Design pc_sequencer_flat, sky130hd; sources not shown.
### Placement view

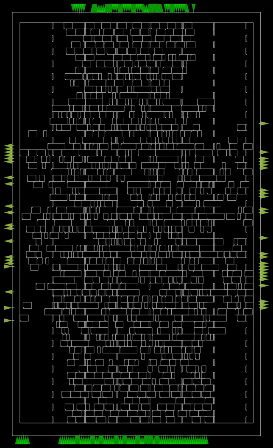
Tap Count: 227
Fillers: 1815

### Signal wires on met2

Scale bar: 20 um.
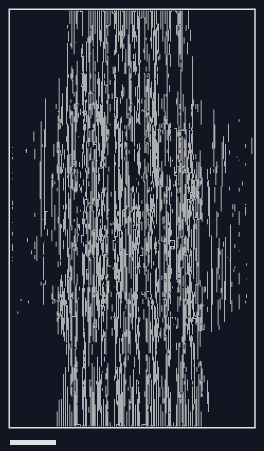
longest straight run: 50.0 um
share of all routed wire: 54%
nets with wire on the layer: 800
main direction: vertical
total wire length: 20100 um
total vias in the final route: 5934
met2 track utilization from global routing: 38.4%

### Clock distribution

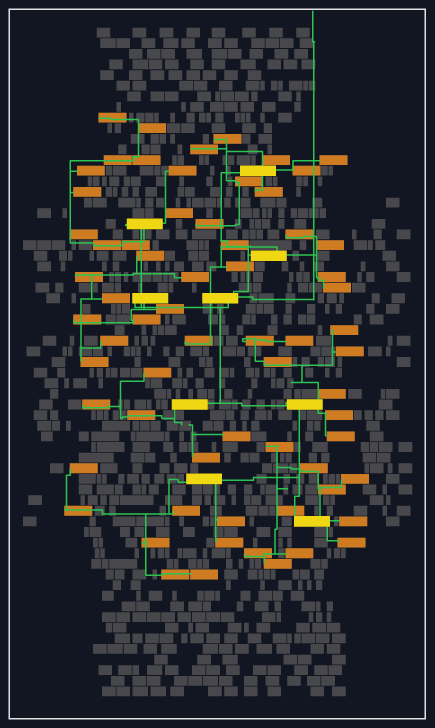
[clock wires] green | length: 1050 um
[flip-flops] orange | count: 66
[clock-net drivers] yellow | count: 9
routed clock nets: 10
clock group power: 1110 uW
Post-Route Skew: 0.00726 ns
latest clock arrival within the worst-skew pair: 0.34 ns
clock power share: 27.9%

==> results.yml <==
# flow metrics
clock_tree:
  cts.repair.resized: 4
  htree_levels: 3
  cts_hold_repair.buffers: 0
  clk_root_buffer_cell: "sky130_fd_sc_hd__clkbuf_16"
  cts_tree: "built"
  clk_pin_slew_worst_paths_ns: 0.06
final_layout:
  layout.core_utilization_pct: 44.8
  ff_count: 66
  final_layout_size_suffix_gt1_share_pct: 11.6
  comb_area_share_pct: 47.8
  final_cell_mix: "159 x sky130_fd_sc_hd__clkdlybuf4s50_1, 102 x sky130_fd_sc_hd__nor2_1, 76 x sky130_fd_sc_hd__nand2_1"
  num-multi-input-gates: 578
  layout_top_cell_excl_fill_tap: "sky130_fd_sc_hd__clkdlybuf4s50_1"
  final.clkbuf_count: 11
setup_path:
  critPathMaxFanout: 6
  critical_path.endpoint_type: "output pin"
  critPathKind: "reg2out"
  slowest_stage_delay_on_critical_path_ns: 0.49
  rr_worst_depth: 9
routing:
  drt_via_density: 5.36
  uppermost_metal_layer_occupied_by_signal_nets: "met4"
  drt-wirelength-per-cell_um: 18.2
  m1WireLength_um: 7660
  route.detailed.drc: 0
  detail_route.iter0.violations: 479
sta:
  report.final.setup_viol: 0
  clock.fmax_ghz: 0.379
  worst_slack_on_hold_paths_ns: 0.472
  tightestPinTransition_ns: 0.739
  final_max_slew_viol_count: 0
  setup_tns_ns: 0
global_route:
  grt_pass1_wl_um: 31600
  maximum_number_of_pins_on_one_net_before_global_route_repair: 50
floorplan:
  num_io_pins: 170
  floorplan.rows: 63
  fp_util_pct: 30.8
  coreArea_um2: 17100
pwr:
  net-switching-power_uw: 1450
  internal_power_uw: 2530
  power.share.switching_pct: 36.4
placement:
  portBuffers: 163
  placement.cell_area_um2: 7330
logic_synthesis:
  synth.top_cells.by_area: "sky130_fd_sc_hd__dfxtp_1 25%, sky130_fd_sc_hd__mux2i_1 12%, sky130_fd_sc_hd__nor2_1 7.3%"
  netlist_instances: 716
  compound_area_share_pct: 25.7
  commonest_cells_in_the_netlist: "102 x sky130_fd_sc_hd__nor2_1, 76 x sky130_fd_sc_hd__nand2_1, 66 x sky130_fd_sc_hd__dfxtp_1, 61 x sky130_fd_sc_hd__mux2i_1, 59 x sky130_fd_sc_hd__a21oi_1"
  post_synth_mux_area_share_pct: 15.0
  post_synth_xor_area_fraction_pct: 0.999
  synthesis_area_per_yosys_um2: 5260
  synth-seq-area-share_pct: 25.1
status:
  status: "finished, final reports clean"
Power is estimated from default activity; no workload was simulated.
